### src/rtl/axi_burst_arbiter.sv
// Burst-level arbiter for two requesters sharing the interconnect master port.
// Independent write and read FSMs hold their grants until the burst completes, with an optional watchdog.
module axi_burst_arbiter #(
    parameter bit          FIXED_PRIORITY = 1'b0,
    parameter int unsigned GRANT_TIMEOUT  = 0
) (
    input  logic       clk,
    input  logic       reset,
    input  logic       s0_awvalid,
    input  logic       s1_awvalid,
    input  logic       s0_arvalid,
    input  logic       s1_arvalid,
    input  logic       m_awvalid,
    input  logic       m_awready,
    input  logic       m_wvalid,
    input  logic       m_wready,
    input  logic       m_wlast,
    input  logic       m_bvalid,
    input  logic       m_bready,
    input  logic       m_arvalid,
    input  logic       m_arready,
    input  logic       m_rvalid,
    input  logic       m_rready,
    input  logic       m_rlast,
    output logic       write_grant,
    output logic       write_grant_valid,
    output logic       read_grant,
    output logic       read_grant_valid,
    output logic [1:0] timeout_err
);

    localparam int unsigned CW = (GRANT_TIMEOUT != 0) ? $clog2(GRANT_TIMEOUT + 1) : 1;
    localparam logic [CW-1:0] CNT_MAX  = '1;
    localparam logic [CW-1:0] CNT_LAST = (GRANT_TIMEOUT != 0) ? CW'(GRANT_TIMEOUT - 1) : '0;

    typedef enum logic [1:0] {W_IDLE, W_ADDR, W_DATA, W_RESP} wstate_t;
    typedef enum logic [1:0] {R_IDLE, R_ADDR, R_DATA} rstate_t;

    wstate_t       w_state, w_next;
    rstate_t       r_state, r_next;
    logic          w_ptr, w_ptr_nx, r_ptr, r_ptr_nx;
    logic          w_grant_nx, r_grant_nx;
    logic          wdone, wdone_nx;
    logic          w_to, r_to;
    logic [CW-1:0] w_cnt, w_cnt_nx, r_cnt, r_cnt_nx;
    logic          aw_hs, wl_hs, b_hs, ar_hs, rl_hs;

    // ptr=0 favours s0; a lone requester wins regardless of the pointer
    function automatic logic pick(input logic req0, input logic req1, input logic ptr);
        if (req0 && req1) return FIXED_PRIORITY ? 1'b0 : ptr;
        return req1;
    endfunction

    always_ff @(posedge clk) begin
        if (reset) begin
            w_state           <= W_IDLE;
            r_state           <= R_IDLE;
            w_ptr             <= 1'b0;
            r_ptr             <= 1'b0;
            wdone             <= 1'b0;
            w_cnt             <= '0;
            r_cnt             <= '0;
            write_grant       <= 1'b0;
            write_grant_valid <= 1'b0;
            read_grant        <= 1'b0;
            read_grant_valid  <= 1'b0;
            timeout_err       <= 2'b00;
        end else begin
            w_state           <= w_next;
            r_state           <= r_next;
            w_ptr             <= w_ptr_nx;
            r_ptr             <= r_ptr_nx;
            wdone             <= wdone_nx;
            w_cnt             <= w_cnt_nx;
            r_cnt             <= r_cnt_nx;
            write_grant       <= w_grant_nx;
            write_grant_valid <= (w_next != W_IDLE);
            read_grant        <= r_grant_nx;
            read_grant_valid  <= (r_next != R_IDLE);
            timeout_err       <= {r_to, w_to};
        end
    end

    always_comb begin
        aw_hs      = m_awvalid && m_awready;
        wl_hs      = m_wvalid && m_wready && m_wlast;
        b_hs       = m_bvalid && m_bready;
        ar_hs      = m_arvalid && m_arready;
        rl_hs      = m_rvalid && m_rready && m_rlast;
        w_next     = w_state;
        r_next     = r_state;
        w_ptr_nx   = w_ptr;
        r_ptr_nx   = r_ptr;
        w_grant_nx = write_grant;
        r_grant_nx = read_grant;
        wdone_nx   = wdone;
        w_to       = 1'b0;
        r_to       = 1'b0;

        case (w_state)
            W_IDLE: if (s0_awvalid || s1_awvalid) begin
                w_next     = W_ADDR;
                w_grant_nx = pick(s0_awvalid, s1_awvalid, w_ptr);
                w_ptr_nx   = ~w_grant_nx;
            end
            // last W beat may arrive before the address; remember it in wdone
            W_ADDR: if (aw_hs) w_next = (wdone || wl_hs) ? W_RESP : W_DATA;
                    else if (wl_hs) wdone_nx = 1'b1;
            W_DATA: if (wl_hs) w_next = W_RESP;
            W_RESP: if (b_hs) w_next = W_IDLE;
            default: w_next = W_IDLE;
        endcase

        case (r_state)
            R_IDLE: if (s0_arvalid || s1_arvalid) begin
                r_next     = R_ADDR;
                r_grant_nx = pick(s0_arvalid, s1_arvalid, r_ptr);
                r_ptr_nx   = ~r_grant_nx;
            end
            R_ADDR: if (ar_hs) r_next = R_DATA;
            R_DATA: if (rl_hs) r_next = R_IDLE;
            default: r_next = R_IDLE;
        endcase

        // watchdog: abort a grant stuck in one state for GRANT_TIMEOUT cycles
        if (GRANT_TIMEOUT != 0 && w_state != W_IDLE && w_next == w_state && w_cnt == CNT_LAST) begin
            w_next = W_IDLE;
            w_to   = 1'b1;
        end
        if (GRANT_TIMEOUT != 0 && r_state != R_IDLE && r_next == r_state && r_cnt == CNT_LAST) begin
            r_next = R_IDLE;
            r_to   = 1'b1;
        end
        if (w_next != W_ADDR) wdone_nx = 1'b0;

        if (GRANT_TIMEOUT == 0 || w_next != w_state) w_cnt_nx = '0;
        else if (w_state != W_IDLE && w_cnt != CNT_MAX) w_cnt_nx = w_cnt + CW'(1);
        else w_cnt_nx = w_cnt;

        if (GRANT_TIMEOUT == 0 || r_next != r_state) r_cnt_nx = '0;
        else if (r_state != R_IDLE && r_cnt != CNT_MAX) r_cnt_nx = r_cnt + CW'(1);
        else r_cnt_nx = r_cnt;
    end

endmodule

### config.mk
export PLATFORM = sky130hd
export DESIGN_NAME = axi_burst_arbiter
export DESIGN_NICKNAME = d
export VERILOG_FILES = /design/src/rtl/axi_burst_arbiter.sv
export SDC_FILE = /design/constraint.sdc
export NUM_CORES = 1
export LEC_CHECK = 0
export CAP_MARGIN = 25
export CORE_MARGIN = 10
export CORE_UTILIZATION = 39
export DETAILED_ROUTE_END_ITERATION = 8
export PLACE_DENSITY = 0.77
export SYNTH_ARGS = -nofsm -noshare
export SYNTH_HDL_FRONTEND = slang
export SYNTH_SLANG_ARGS = --single-unit
### constraint.sdc
create_clock -name clk -period 1.75 [get_ports clk]
set_clock_uncertainty 0.15 [all_clocks]
set_input_delay 0.175 -clock clk [delete_from_list [all_inputs] [get_ports clk]]
set_output_delay 0.175 -clock clk [all_outputs]
set_load 0.1 [all_outputs]
==> run_1/logic_types.png <==
Bar = 20 um.
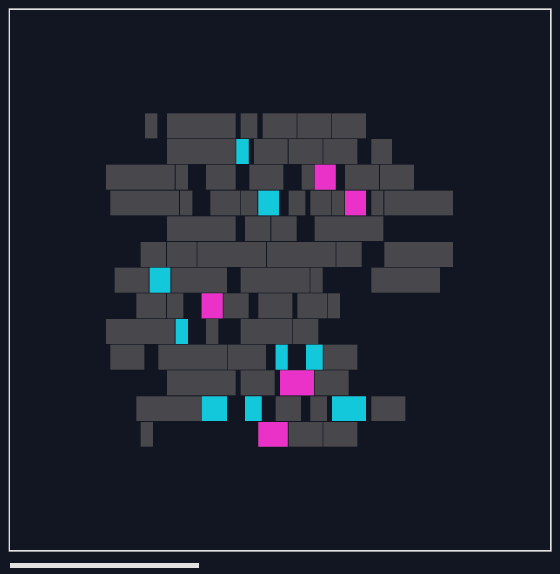
magenta -> and/or cells  # cells 5, most used or2_2
cyan -> nand cells  # cells 9, most used nand2_1
final instance count without filler cells: 95
most common logic cell in the routed design: sky130_fd_sc_hd__clkdlybuf4s50_1
multi-input combinational area share: 0.349

==> run_1/cell_density.png <==
11 x 11 tiles, from black (low) to pale yellow (high), 0 to 100% covered.
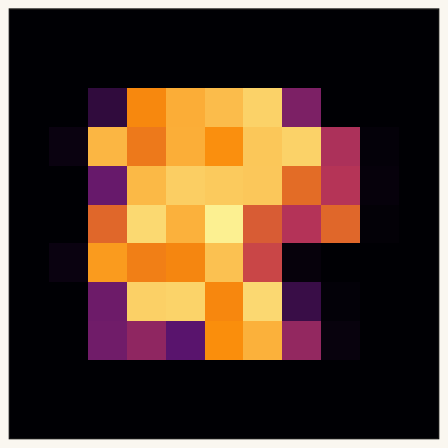
mean over tiles = 25%
nearly empty tiles = 61%
densest ninth of the die = center
fullest tile = 97%
emptiest ninth of the die = south-east
tiles over 75% full = 18%

==> notes.md, run 1 <==
### Outcome
* result of the run: finished, final reports clean

### Placement
* Placed Area: 795 sq um

### Final timing
* Max Clock Freq: 659 MHz
* number of hold-slack violations in the final timing report: 0
* final setup margin: 0.233 ns
* shortest period the worst path allows: 1.52 ns

### Die
* die boundary width: 57.1 um
* initial standard-cell utilization of the core: 0.413

### Pwr
* PwrDens: 925 nW/um^2

### Synth
* primary flip-flop cell chosen by synthesis mapping: sky130_fd_sc_hd__dfxtp_1
* post-synthesis cell type count: 30
* most used standard cells in the synthesized netlist: sky130_fd_sc_hd__dfxtp_1, sky130_fd_sc_hd__nor2_1, sky130_fd_sc_hd__a311oi_1, sky130_fd_sc_hd__nand2_1
* Cells after Synth: 56
* Synth area leaders: sky130_fd_sc_hd__dfxtp_1, sky130_fd_sc_hd__a311oi_1, sky130_fd_sc_hd__nor2_1, sky130_fd_sc_hd__a21boi_4, sky130_fd_sc_hd__a32oi_1

### Finish
* P&R area growth vs syn: 52.6%
* fill cell total of the finished layout: 103

### Worst setup path
* maximum fanout along the worst path: 4
* crit end category: flop
* slowest cell on the critical path: sky130_fd_sc_hd__clkdlybuf4s50_1

### Clock tree
* post-cts hold-fix buffer tally: 0

==> run_1/layer_met3.png <==
Bar = 20 um.
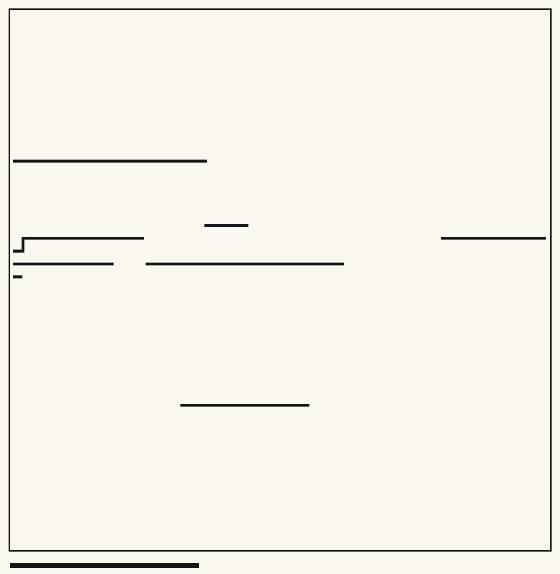
share of all routed wire = 7.2%
main direction = horizontal
wire length on this layer = 95.4 um
longest straight run = 20.7 um
nets with wire on the layer = 7
WL final: 1320 um
met3 usage: 0.0487
DR vias: 485

run 1: power by group through the flow:
stage          Combinational [W]  Clock (W)  Sequential (W)
2_1_floorplan          0.0000994          0        0.000383
3_3_place_gp            0.000275          0        0.000314
3_5_place_dp            0.000278          0        0.000315
4_1_cts                 0.000280   0.000178        0.000310
5_1_grt                 0.000293   0.000185        0.000313
6_report                0.000278   0.000172        0.000310
run 1: cells by family (layout without fill, tap and decap cells):
group / count (synthesis) / count (layout) / share of synthesized area
AOI/OAI and AO/OA: 14 / 14 / 0.233
and+or+nand+nor: 24 / 24 / 0.267
DFF: 11 / 11 / 0.409
muxes: 1 / 1 / 0.0186
buffers and inverters: 5 / 28 / 0.0651
other: 1 / 2 / 0.00697
run 1: state kept, by name, indices dropped and copies added, names as in the netlist:
name	cells
write_grant	1
read_grant	1
r_state	2
read_grant_valid	1
w_state	2
r_ptr	1
w_ptr	1
wdone	1
write_grant_valid	1
run 1: layer usage:
layer | wire length [um] | share of wire | track usage | up-vias
li1 | - | - | - | 256
met1 | 465 | 0.35 | 0.0686 | 217
met2 | 748 | 0.57 | 0.147 | 10
met3 | 95 | 0.072 | 0.0487 | 2
met4 | 6 | 0.0046 | 0.0101 | 0
met5 | 0 | 0 | 0 | -
run 1: metrics by stage:
stage	hold slack, ns	setup TNS [ns]
after floorplan	0.141	0
after global placement	0.305	0
after detailed placement	0.308	-0.0195
after CTS	0.320	0
after global routing	0.347	0
final	0.320	0
run 1: final cells by class:
| type | count | share of cell area |
|---|---|---|
| Sequential cell | 11 | 0.268 |
| Multi-Input combinational cell | 41 | 0.349 |
| Timing Repair Buffer | 23 | 0.323 |
| Clock buffer | 4 | 0.0320 |
| Tap cell | 15 | 0.0229 |
| Inverter | 1 | 0.00457 |
## Run 2: what changed since run 1
--- a/config.mk
+++ b/config.mk
@@ -6,7 +6,7 @@
 export NUM_CORES = 1
 export LEC_CHECK = 0
 export CAP_MARGIN = 25
-export CORE_MARGIN = 10
+export CORE_MARGIN = 2
 export CORE_UTILIZATION = 39
 export DETAILED_ROUTE_END_ITERATION = 8
 export PLACE_DENSITY = 0.77
==> run_2/logic_types.png <==
Bar = 10 um.
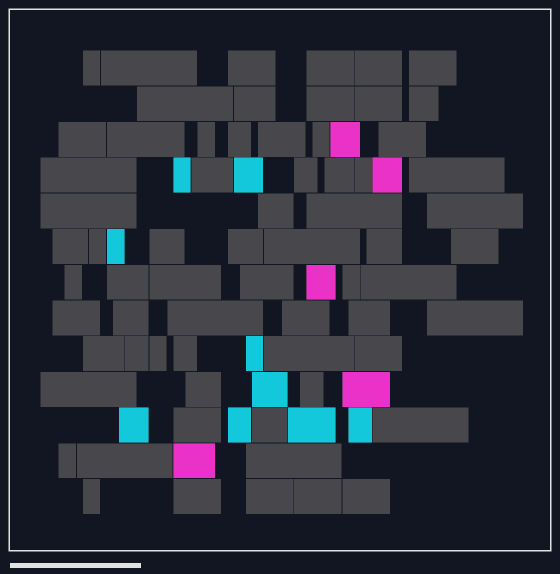
cyan -> nand cells  # cells 9, most used nand2_1
magenta -> and/or cells  # cells 5, most used or2_2

==> notes.md, run 2 <==
### Outcome
* result of the run: finished, final reports clean

### Pwr
* power of the sequential group: 0.000310 W, about the same
* combinational logic power: 0.000279 W, about the same
* peak supply drop: 0.000748 V
* power drawn by the clock network: 0.000170 W, about the same
* PwrDens: 916 nW/um^2, -0.98%
* Leak Pwr: 0.313 nW
* power group with the largest share: sequential cells

### Finish
* P&R area growth vs syn: 54.0%
* fill cell total of the finished layout: 119, +16%
* most common logic cell in the routed design: sky130_fd_sc_hd__clkdlybuf4s50_1
* largest registers: r_state: 2 flops, w_state: 2 flops
* final instance count without filler cells: 96, +1.1%

### Synth
* yosys-reported design area after synthesis: 538 sq um
* cell type with the largest total area: sky130_fd_sc_hd__dfxtp_1
* area fraction in mux cells: 0.0186, unchanged
* xor/xnor share of the synthesized area: 0, unchanged
* Post-Synth Adder-Cell Area: 0, unchanged
* Compound Share, Synth: 0.233, unchanged
* Cells after Synth: 56, unchanged
* Synth area leaders: sky130_fd_sc_hd__dfxtp_1, sky130_fd_sc_hd__a311oi_1, sky130_fd_sc_hd__nor2_1, sky130_fd_sc_hd__a21boi_4, sky130_fd_sc_hd__a32oi_1
* Simple-Gate Area Share: 0.267, unchanged
* primary flip-flop cell chosen by synthesis mapping: sky130_fd_sc_hd__dfxtp_1
* post-synthesis cell type count: 30, unchanged
* dominant kind of combinational cell: simple AND/OR/NAND/NOR gates
* most used standard cells in the synthesized netlist: sky130_fd_sc_hd__dfxtp_1, sky130_fd_sc_hd__nor2_1, sky130_fd_sc_hd__a311oi_1, sky130_fd_sc_hd__nand2_1

### Route
* Met2 Wirelength: 639 um, -15%
* wire length the detailed router placed on met1: 512 um, +10%
* max layer used: met3
* WL final: 1210 um, -8.0%
* DR vias: 508, +4.7%
* met3 WL post-DR: 59 um, -38%

### Final timing
* number of hold-slack violations in the final timing report: 0, unchanged
* shortest period the worst path allows: 1.52 ns, +0.00179 ns
* Max Clock Freq: 659 MHz, -0.12%
* total count of max-transition violations in the final report: 0

### Worst setup path
* crit end category: flop
* maximum fanout along the worst path: 4, unchanged
* critical path launch point type: input port
* required time of the critical path: 1.75 ns

### Die
* initial standard-cell utilization of the core: 0.413, unchanged
* die boundary width: 41.1 um, -28%
* Die Area: 1690 sq um

### Clock tree
* TritonCTS Buffers: 3
* post-cts hold-fix buffer tally: 0, unchanged
* # H-tree levels: 1

### Global route
* largest net degree at the start of global routing: 10

## run 2: cell counts after synthesis
Identical to the previous run, type by type.
## run 2: logic make-up after synthesis
group / Yosys count
and+or+nand+nor: 24
AOI/OAI and AO/OA: 14
other: 1
DFF: 11
muxes: 1
buffers and inverters: 5
## run 2: per-layer routing
metal / vias up / global-route usage
li1: 258 / -
met1: 237 / 0.204
met2: 13 / 0.281
met3: 0 / 0.103
met4: 0 / 0.0242
met5: - / 0
## run 2: stage by stage
stage               utilization  setup slack [ns]  hold slack (ns)  cell area, sq um
floorplan                     -             0.354            0.141               542
CTS                       0.637             0.225            0.318               828
detailed placement        0.616           -0.0616            0.305               802
global placement          0.616            0.0142            0.303               802
finish                    0.637             0.232            0.316               828
global route              0.637             0.187            0.368               828
## run 2: layout make-up
type                            instances  area, sq um  share of cell area
Sequential cell                        11          220               0.266
Inverter                                1         3.75             0.00453
Tap cell                               15         18.8              0.0227
Clock buffer                            4         26.3              0.0317
Timing Repair Buffer                   24          273               0.329
Multi-Input combinational cell         41          287               0.346
## run 2: final timing paths
check	from	cells after the start	to	slack (ns)
worst max-delay path	s0_awvalid	5	wdone	0.23
worst min-delay path	w_ptr	1	w_ptr	0.32
worst max register to register	w_state[1]	4	wdone	0.26
worst min register to register	w_ptr	1	w_ptr	0.32
## run 2: critical path: stages
cell	delay (ns)
sky130_fd_sc_hd__clkdlybuf4s50_1	0.51
sky130_fd_sc_hd__nor3_4	0.23
sky130_fd_sc_hd__nor3_1	0.08
sky130_fd_sc_hd__o32a_2	0.38
sky130_fd_sc_hd__a21boi_4	0.14
## Run 3: what changed since run 2
==> constraint.sdc (replaced) <==
create_clock -name clk -period 1.4 [get_ports clk]
set_clock_uncertainty 0.15 [all_clocks]
set_input_delay 0.14 -clock clk [delete_from_list [all_inputs] [get_ports clk]]
set_output_delay 0.14 -clock clk [all_outputs]
set_load 0.1 [all_outputs]
==> run_3/placement.png <==
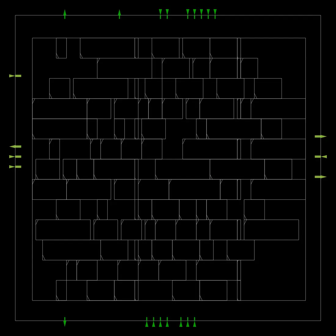
total number of tap cells: 15
number of standard-cell rows in the floorplan: 13
Std-Cell Core Area: 1300 sq um
sequential cell area share: 0.245

==> notes.md, run 3 <==
### Hold path
* origin of the worst min-delay path: s1_awvalid
* Min-Delay Path Depth: 3, +2

### Outcome
* result of the run: finished, final reports clean

### Clock tree
* # H-tree levels: 1, unchanged
* post-cts hold-fix buffer tally: 0, unchanged

### Worst setup path
* slowest cell on the critical path: sky130_fd_sc_hd__dfxtp_2
* number of cells on the worst reg-to-reg path: 4, unchanged
* longest individual stage delay on the worst path: 0.35 ns, -0.16 ns
* maximum fanout along the worst path: 5, +1
* critical path, cell by cell: and3b_1 > nand2_1 > o32a_2 > a21boi_4

### Final timing
* Max Clock Freq: 736 MHz
* final setup margin: 0.0407 ns, -0.191 ns

### Die
* die boundary width: 41.1 um, unchanged
* Die Area: 1690 sq um, unchanged

### Synth
* yosys-reported design area after synthesis: 538 sq um, unchanged
* Cells after Synth: 56, unchanged
* Synth area leaders: sky130_fd_sc_hd__dfxtp_1, sky130_fd_sc_hd__a311oi_1, sky130_fd_sc_hd__nor2_1, sky130_fd_sc_hd__a21boi_4, sky130_fd_sc_hd__a32oi_1

### Finish
* Core Util, Final: 0.694, +0.0577
* P&R area growth vs syn: 67.9%

### Pwr
* PwrDens: 1080 nW/um^2, +18%

### Route
* WL final: 1230 um, +1.4%

[run 3: worst min-delay path: stages]
cell and delay (ns):
sky130_fd_sc_hd__dlymetal6s2s_1 0.15, sky130_fd_sc_hd__buf_4 0.14, sky130_fd_sc_hd__a311oi_1 0.08
[run 3: how the worst max path moves through the flow]
stage	start	end	cells after the start
CTS	s1_awvalid	wdone	5
detailed placement	s0_awvalid	wdone	5
global route	w_state[1]	wdone	4
finish	w_state[1]	wdone	4
global placement	s0_awvalid	wdone	5
floorplan	w_state[1]	wdone	5
[run 3: final cells by class]
type                       instances  area (sq um)
timing repair buffer              32           334
sequential                        11           221
inverter                           1          3.75
clock buffer                       4          26.3
fill                             109           398
multi-input combinational         41           299
tap                               15          18.8
[run 3: per-layer routing]
| layer | vias up | global-route usage | routed length, um |
|---|---|---|---|
| met4 | 0 | 0.0726 | 17 |
| met3 | 5 | 0.103 | 63 |
| li1 | 279 | - | - |
| met5 | - | 0 | 0 |
| met2 | 12 | 0.305 | 618 |
| met1 | 253 | 0.207 | 530 |
[run 3: logic make-up (layout without fill, tap and decap cells)]
family,count (synthesis),after routing,synth area share
other,1,2,0.00697
AND-OR/OR-AND,14,14,0.233
multiplexers,1,1,0.0186
flip-flops,11,11,0.409
AND/OR/NAND/NOR,24,24,0.267
buffers and inverters,5,37,0.0651
[run 3: what timing repair did]
action                                  4_1_cts  5_1_grt
resized                                       2        3
pin swaps                                     0        1
setup buffers                                 0        0
endpoints found under the setup margin        1        2
[run 3: power by group]
part / switching, W / internal (W) / total, W / leakage [nW]
logic: 0.000209 / 0.000174 / 0.000383 / 0.260
registers: 0.0000338 / 0.000348 / 0.000382 / 0.0915
clock network: 0.000103 / 0.000110 / 0.000214 / 0.0150

==> layout pictures side by side <==
I/O nets highlighted.
Plate I
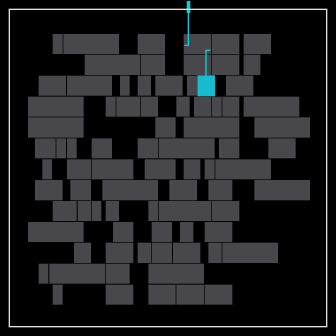
Plate II
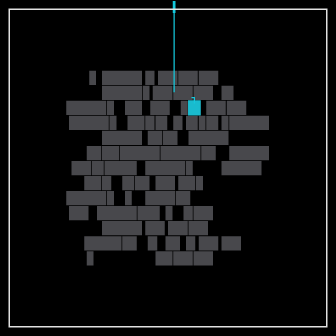
| from | picture |
|---|---|
| run 2 | Plate I |
| run 1 | Plate II |

Power figures rest on the tool's default switching activity, not on a simulated workload.
